==> src/rtl/tx_arbiter.sv <==
// -----------------------------------------------------------------------------
// tx_arbiter
//
// Two-requester round-robin arbiter in front of a UART transmitter. A granted
// byte is latched onto o_data_byte, a start strobe of PULSE_LEN cycles is
// issued, and the arbiter then waits for the transmitter's frame-complete
// pulse. It inserts GAP_CYCLES idle cycles before sampling requests again.
// Frames whose done pulse never arrives are abandoned after TIMEOUT cycles.
//
// Ports
//   i_clock       system clock, rising edge
//   i_reset       asynchronous active-low reset
//   i_req_a/b     request from requester A/B (held until acked or dropped)
//   i_data_a/b    byte offered by requester A/B
//   o_ack_a/b     one-cycle pulse: that requester's byte was captured
//   o_tx_signal   start strobe to the UART transmitter
//   o_data_byte   byte presented to the transmitter, held until next grant
//   i_done_bit    transmitter frame-complete pulse
//   o_busy        high whenever the arbiter is not idle
//   o_grant_id    owner of current / most recent frame (0 = A, 1 = B)
//   o_timeout     one-cycle pulse when a frame is abandoned
//
// States
//   state        | meaning
//   -------------+---------------------------------------------------------
//   ST_IDLE      | requests sampled; a grant moves to ST_START
//   ST_START     | o_tx_signal high for PULSE_LEN cycles
//   ST_WAIT_DONE | waiting for i_done_bit, bounded by TIMEOUT
//   ST_GAP       | GAP_CYCLES of enforced idle after a completed frame
// -----------------------------------------------------------------------------
module tx_arbiter #(
    parameter int NB_DATA    = 8,
    parameter int PULSE_LEN  = 2,
    parameter int GAP_CYCLES = 4,
    parameter int TIMEOUT    = 2_000_000
) (
    input  logic               i_clock,
    input  logic               i_reset,
    input  logic               i_req_a,
    input  logic [NB_DATA-1:0] i_data_a,
    output logic               o_ack_a,
    input  logic               i_req_b,
    input  logic [NB_DATA-1:0] i_data_b,
    output logic               o_ack_b,
    output logic               o_tx_signal,
    output logic [NB_DATA-1:0] o_data_byte,
    input  logic               i_done_bit,
    output logic               o_busy,
    output logic               o_grant_id,
    output logic               o_timeout
);

    typedef enum logic [1:0] {
        ST_IDLE      = 2'd0,
        ST_START     = 2'd1,
        ST_WAIT_DONE = 2'd2,
        ST_GAP       = 2'd3
    } state_t;

    localparam int TMO_W    = 24;
    localparam int PLS_W    = 4;
    localparam int GAP_W    = (GAP_CYCLES > 1) ? $clog2(GAP_CYCLES) : 1;
    localparam int GAP_LAST = (GAP_CYCLES > 0) ? GAP_CYCLES - 1 : 0;

    // Terminal counts; the timeout counter fires when its incremented value
    // reaches TIMEOUT, i.e. TIMEOUT edges after the grant edge.
    localparam logic [TMO_W-1:0] TMO_TC = TMO_W'(TIMEOUT);
    localparam logic [PLS_W-1:0] PLS_TC = PLS_W'(PULSE_LEN - 1);
    localparam logic [GAP_W-1:0] GAP_TC = GAP_W'(GAP_LAST);

    state_t               state_q,    state_d;
    logic [NB_DATA-1:0]   data_q,     data_d;
    logic                 grant_id_q, grant_id_d;
    logic                 ack_a_q,    ack_a_d;
    logic                 ack_b_q,    ack_b_d;
    logic                 timeout_q,  timeout_d;
    logic [TMO_W-1:0]     tmo_cnt_q,  tmo_cnt_d;
    logic [PLS_W-1:0]     pls_cnt_q,  pls_cnt_d;
    logic [GAP_W-1:0]     gap_cnt_q,  gap_cnt_d;

    logic                 req_any;
    logic                 win_b;
    logic [TMO_W-1:0]     tmo_inc;
    logic                 tmo_hit;

    // Round-robin: with both requesting, the one that did not own the last
    // frame wins. grant_id resets to B so A takes the first contention.
    assign req_any = i_req_a | i_req_b;
    assign win_b   = i_req_b & (~i_req_a | ~grant_id_q);
    assign tmo_inc = tmo_cnt_q + TMO_W'(1);
    assign tmo_hit = (tmo_inc == TMO_TC);

    always_ff @(posedge i_clock or negedge i_reset) begin
        if (!i_reset) begin
            state_q    <= ST_IDLE;
            data_q     <= '0;
            grant_id_q <= 1'b1;
            ack_a_q    <= 1'b0;
            ack_b_q    <= 1'b0;
            timeout_q  <= 1'b0;
            tmo_cnt_q  <= '0;
            pls_cnt_q  <= '0;
            gap_cnt_q  <= '0;
        end else begin
            state_q    <= state_d;
            data_q     <= data_d;
            grant_id_q <= grant_id_d;
            ack_a_q    <= ack_a_d;
            ack_b_q    <= ack_b_d;
            timeout_q  <= timeout_d;
            tmo_cnt_q  <= tmo_cnt_d;
            pls_cnt_q  <= pls_cnt_d;
            gap_cnt_q  <= gap_cnt_d;
        end
    end

    always_comb begin
        state_d    = state_q;
        data_d     = data_q;
        grant_id_d = grant_id_q;
        ack_a_d    = 1'b0;
        ack_b_d    = 1'b0;
        timeout_d  = 1'b0;
        tmo_cnt_d  = tmo_cnt_q;
        pls_cnt_d  = pls_cnt_q;
        gap_cnt_d  = gap_cnt_q;

        unique case (state_q)
            ST_IDLE: begin
                if (req_any) begin
                    data_d     = win_b ? i_data_b : i_data_a;
                    grant_id_d = win_b;
                    ack_a_d    = ~win_b;
                    ack_b_d    = win_b;
                    tmo_cnt_d  = '0;
                    pls_cnt_d  = '0;
                    state_d    = ST_START;
                end
            end

            ST_START: begin
                tmo_cnt_d = tmo_inc;
                // Done is not looked at here; only the timeout can cut the
                // strobe short (relevant only when TIMEOUT < PULSE_LEN).
                if (tmo_hit) begin
                    timeout_d = 1'b1;
                    state_d   = ST_IDLE;
                end else if (pls_cnt_q == PLS_TC) begin
                    pls_cnt_d = '0;
                    state_d   = ST_WAIT_DONE;
                end else begin
                    pls_cnt_d = pls_cnt_q + PLS_W'(1);
                end
            end

            ST_WAIT_DONE: begin
                tmo_cnt_d = tmo_inc;
                // Done is checked first so a done on the terminal-count edge
                // completes the frame normally without a timeout pulse.
                if (i_done_bit) begin
                    gap_cnt_d = '0;
                    state_d   = (GAP_CYCLES == 0) ? ST_IDLE : ST_GAP;
                end else if (tmo_hit) begin
                    timeout_d = 1'b1;
                    state_d   = ST_IDLE;
                end
            end

            ST_GAP: begin
                if (gap_cnt_q == GAP_TC) begin
                    state_d = ST_IDLE;
                end else begin
                    gap_cnt_d = gap_cnt_q + GAP_W'(1);
                end
            end

            default: begin
                state_d = ST_IDLE;
            end
        endcase
    end

    assign o_ack_a     = ack_a_q;
    assign o_ack_b     = ack_b_q;
    assign o_timeout   = timeout_q;
    assign o_data_byte = data_q;
    assign o_grant_id  = grant_id_q;
    assign o_busy      = (state_q != ST_IDLE);
    assign o_tx_signal = (state_q == ST_START);

endmodule

==> config.mk <==
export PLATFORM = sky130hd
export DESIGN_NAME = tx_arbiter
export DESIGN_NICKNAME = d
export VERILOG_FILES = /design/src/rtl/tx_arbiter.sv
export SDC_FILE = /design/constraint.sdc
export NUM_CORES = 1
export LEC_CHECK = 0
export CAP_MARGIN = 15
export CORE_UTILIZATION = 45
export CTS_BUF_LIST = sky130_fd_sc_hd__clkbuf_8 sky130_fd_sc_hd__clkbuf_16
export DETAILED_ROUTE_END_ITERATION = 7
export GPL_ROUTABILITY_DRIVEN = 0
export MAX_ROUTING_LAYER = met4
export PLACE_DENSITY_LB_ADDON = 0.3
export SYNTH_ARGS = -nofsm -noshare
export SYNTH_HDL_FRONTEND = slang
export SYNTH_SLANG_ARGS = --single-unit
==> constraint.sdc <==
create_clock -name i_clock -period 3.1 [get_ports i_clock]
set_input_delay 0.62 -clock i_clock [delete_from_list [all_inputs] [get_ports i_clock]]
set_output_delay 0.62 -clock i_clock [all_outputs]
set_load 0.005 [all_outputs]
==> Changelog: implementation <==
### Changed

* Horizontal die dimension at 80.4 um
* Proportion of cell area occupied by multi-input gates at 45.9%
* Share of the cycle needed by the critical path after routing at 90.8%
* Global-route total usage across every layer at 22.3%
* Top Layout Cells: sky130_fd_sc_hd__o21ai_0 (44), sky130_fd_sc_hd__dfrtp_1 (43), sky130_fd_sc_hd__clkdlybuf4s50_1 (33)
* Inverters excl. clock at 18
* Count of clock tree sinks at 44
* Hold Fails Final Rpt at 0
* Unrepaired setup endpoints after global routing: false
* Htree depth at 2
* Highest fanout seen on the critical path at 8
* Drt via density at 5.99
* TritonCTS buffer count at 5
* Distinct cell type count after synthesis at 56
* Number of remaining DRC errors at 1
* Antenna-violating nets left at 0
* Async SR Flop Fraction at 100%
* Vert. Die Dim at 80.4 um
* Crit path capture: state_q[1]
* Required time reported for the critical path endpoint at 3.30 ns
* Cell group occupying the most layout area: logic gates
* Total of endpoints with negative setup slack in the final report at 0
* Setup Fix Bufs, Post-CTS at 0
* Global-route wire length before repair at 11.0 mm
* Number of placement rows at 28
* Startpoint of the most critical register-to-register path: tmo_cnt_q[10]
* Register-to-register setup slack at 0.29 ns
* Clock Root Buffer: sky130_fd_sc_hd__clkbuf_8
* Final min period at 2.81 ns
* Residual overflow from global routing at 0
* Mi-comb count at 238
* Max VDD drop at 469 uV
* Number of logged tool warnings at 30
* Area fraction in mux cells at 1.81%
* Layout buffer count excluding clock buffers at 46
* Fill cell count at 544
* Footprint of the multi-input gates at 1520 um2
* WL per Instance at 15.0 um
* Reg-to-Reg End: state_q[1]
* Max Buffers Root-to-Sink at 2
* Top non-seq family: AND-OR/OR-AND gates
* Share of synthesized cell area in and-or and or-and compound cells at 24.2%
* Proportion of cell area spent on the clock network at 2.95%
* Number of buffers added to fix hold violations after cts at 0
* Largest net degree at the start of global routing at 45
* Reg2reg path depth at 7
* Detail Placement HPWL at 4.53 mm
* Transition time at the pin with the least slew margin at 0.985 ns
* Chip Footprint at 6460 um2
* Startpoint Class: flop
* Number of well taps at 75
* Non-clock buffering overhead in the final layout at 12.9%
* Post-synthesis cell area at 2760 um2
* Critical Path Source: tmo_cnt_q[10]
* Post-synth tally of flip-flops with integrated enable at 0
* Routed via count at 2571
* Flip-flop and latch share of the layout cell area at 33.4%
* Total Negative Setup Slacks at 0 ns
* Final sequential cell count at 44
* Length of the first detailed-routing pass in iterations at 7
* Number of antenna violations at the first check in global routing at 0
* XOR Share, Synth at 2.22%
* Synthesized chip area reported by yosys at 2760 um2
* Nets at 382
* Result of the run: finished, violations left
* Leakage Power at 1.34 nW
* Number of synthesis warnings at 0
* Register ranked first by flip-flop count: tmo_cnt_q
* # clk buffers at 6
* Post-synthesis register bit count at 44
* Syn-to-layout area delta at 19.6%
* Simple-Gate Fraction of Synth Area at 22.9%
* Highest achievable clock rate at 355 MHz
* Most numerous logic cell after layout: sky130_fd_sc_hd__o21ai_0
* Worst slew margin relative to its limit at 34.4%
* Violations in the final reports: design-rule violations
* Pwr dens at 719 nW/um2
* Antenna Diode Count at 0
* Vias in the first global route at 2342
* Flip-flop count of the largest register after layout at 24
* FF/Latch Area at 1100 um2
* Class of the tightest hold or removal check: primary input to asynchronous set/reset pin
* Max cap viols at 0
* Primary FF master, synth: sky130_fd_sc_hd__dfrtp_1
* Number of standard cells reported by yosys at 318
* Cell count after synthesis at 318
* Clock transition at path regs at 0.09 ns
* Violation tally from detailed-route iteration zero at 192
* Register area share after synthesis at 39.9%
-- through the flow --
step                      instance area (um2)  worst slack, ns  hold WS (ns)  instances  power [mW]
final                                    3300            0.285         0.463        429        2.38
after CTS                                3300            0.192         0.479        429        2.39
after global routing                     3300           0.0109         0.516        429        2.56
after floorplan                          2760            0.455         0.324        318        1.55
after global placement                   3200            0.302         0.452        421        1.97
after detailed placement                 3200            0.217         0.467        421        1.99
-- cell usage after synthesis (2+ instances only) --
library cell / count / area (um2)
sky130_fd_sc_hd__a21oi_1: 17 / 85.1
sky130_fd_sc_hd__a222oi_1: 8 / 80.1
sky130_fd_sc_hd__a22oi_1: 2 / 15.0
sky130_fd_sc_hd__a31oi_1: 6 / 37.5
sky130_fd_sc_hd__and2_1: 7 / 43.8
sky130_fd_sc_hd__and4_1: 2 / 17.5
sky130_fd_sc_hd__and4_2: 2 / 20.0
sky130_fd_sc_hd__buf_2: 5 / 25.0
sky130_fd_sc_hd__clkbuf_1: 11 / 41.3
sky130_fd_sc_hd__dfrtp_1: 43 / 1080
sky130_fd_sc_hd__ha_1: 8 / 100
sky130_fd_sc_hd__inv_1: 18 / 67.6
sky130_fd_sc_hd__mux2i_1: 5 / 50.1
sky130_fd_sc_hd__nand2_1: 25 / 93.8
sky130_fd_sc_hd__nand2b_1: 3 / 18.8
sky130_fd_sc_hd__nand3_1: 15 / 75.1
sky130_fd_sc_hd__nand4_1: 7 / 43.8
sky130_fd_sc_hd__nand4_2: 2 / 25.0
sky130_fd_sc_hd__nor2_1: 19 / 71.3
sky130_fd_sc_hd__nor2b_1: 5 / 31.3
sky130_fd_sc_hd__nor3_1: 10 / 50.1
sky130_fd_sc_hd__nor4_1: 6 / 37.5
sky130_fd_sc_hd__o21ai_0: 45 / 225
sky130_fd_sc_hd__o311ai_0: 2 / 17.5
sky130_fd_sc_hd__o31ai_1: 4 / 30.0
sky130_fd_sc_hd__o41ai_1: 5 / 43.8
sky130_fd_sc_hd__or4_4: 2 / 22.5
sky130_fd_sc_hd__xnor2_1: 5 / 43.8
sky130_fd_sc_hd__xor2_1: 2 / 17.5
-- power breakdown --
part           leakage [nW]  internal, mW  switching [mW]
combinational         0.713         0.508           0.647
clock                0.0434         0.181           0.215
sequential            0.585         0.708           0.116
-- cell families after synthesis --
group | after synthesis
buffers and inverters | 36
AND/OR/NAND/NOR | 113
flip-flops | 44
XOR/XNOR | 7
multiplexers | 5
AND-OR/OR-AND | 105
adder cells (fa/ha/maj) | 8
-- worst max-delay path, cell delays in order (launching register included) --
cell and delay (ns):
sky130_fd_sc_hd__dfrtp_1 0.50, sky130_fd_sc_hd__nand4_2 0.22, sky130_fd_sc_hd__or4_4 0.59, sky130_fd_sc_hd__or4_4 0.53, sky130_fd_sc_hd__a21oi_1 0.15, sky130_fd_sc_hd__and4bb_1 0.29, sky130_fd_sc_hd__o21ai_2 0.10, sky130_fd_sc_hd__a221o_1 0.34
-- metal layers --
layer  GRT usage, %  vias up  routed length (um)
li1               -     1260                   -
met1           30.0     1240                3030
met2           34.8       62                3040
met3           3.52        9                 264
met4           6.07        0                  87
met5              -        -                   0
Figure 1. Routing congestion.
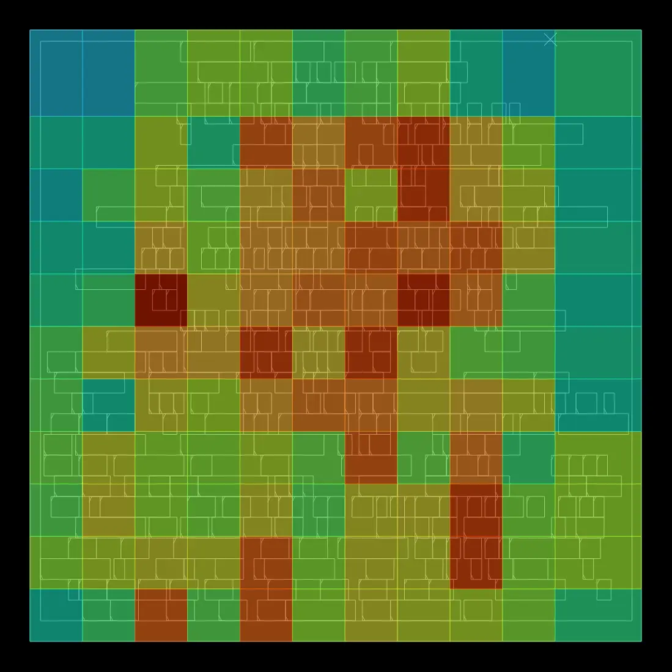
met2 track demand over resource: 34.8%
Core Util, Final: 55.8%

Figure 2. Cell density map.
Drawn at 4 px/um. The die is cut into 8 by 8 equal tiles; dark blue is low, red is high, 0 to 100% covered.
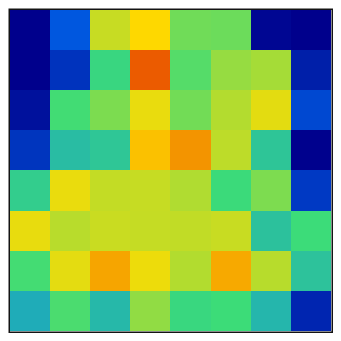
tiles over 75% full: 9.4%
nearly empty tiles: 7.8%
emptiest ninth of the die: north-west
fullest tile: 90%
mean over tiles: 50%
starting density of the core: 46.7%
standard cell core area: 5920 um2

Figure 3. Wires at chosen ports, followed through buffers.
Drawn at 3 px/um.
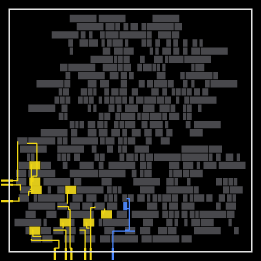
legend:
  blue:
    port: `o_busy`
    direction: output
    edge: south
    end_cells: 1
    buffers: 1
    wire: 27.6 um
  yellow:
    port: `i_data_a`
    direction: input
    edge: 5 south, 3 west
    end_cells: 8
    buffers: 8
    wire: 138 um
buffers added on ports: 34
number of I/O pins: 35

Figure 4. Metal 3.
Drawn at 6 px/um. Cells faint in the background.
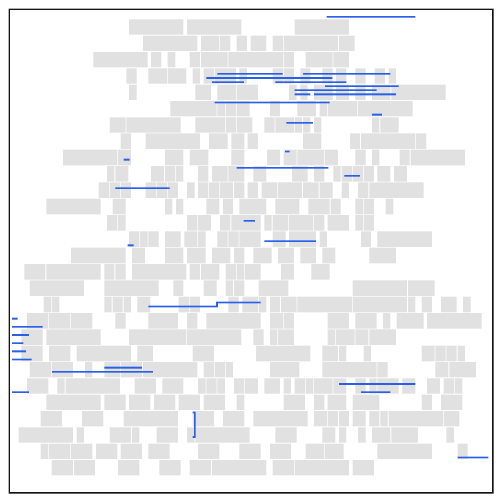
longest straight run: 20.7 um
main direction: horizontal
met3 usage in global routing: 3.52%
final wirelength: 6.43 mm

Figure 5. Clock wires, drivers and flops.
Drawn at 4 px/um.
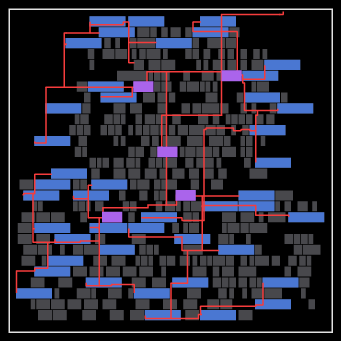
legend:
  red:
    item: clock wires
    length: 637 um
  blue:
    item: flip-flops
    count: 44
  purple:
    item: clock-net drivers
    count: 5
flops lie: widely spread
final setup skew: 0.0101 ns
total clock network power: 396 uW
Clock power frac: 16.7%
Late-Pin Clk Latency: 0.31 ns

Power and IR drop assume default switching activity.
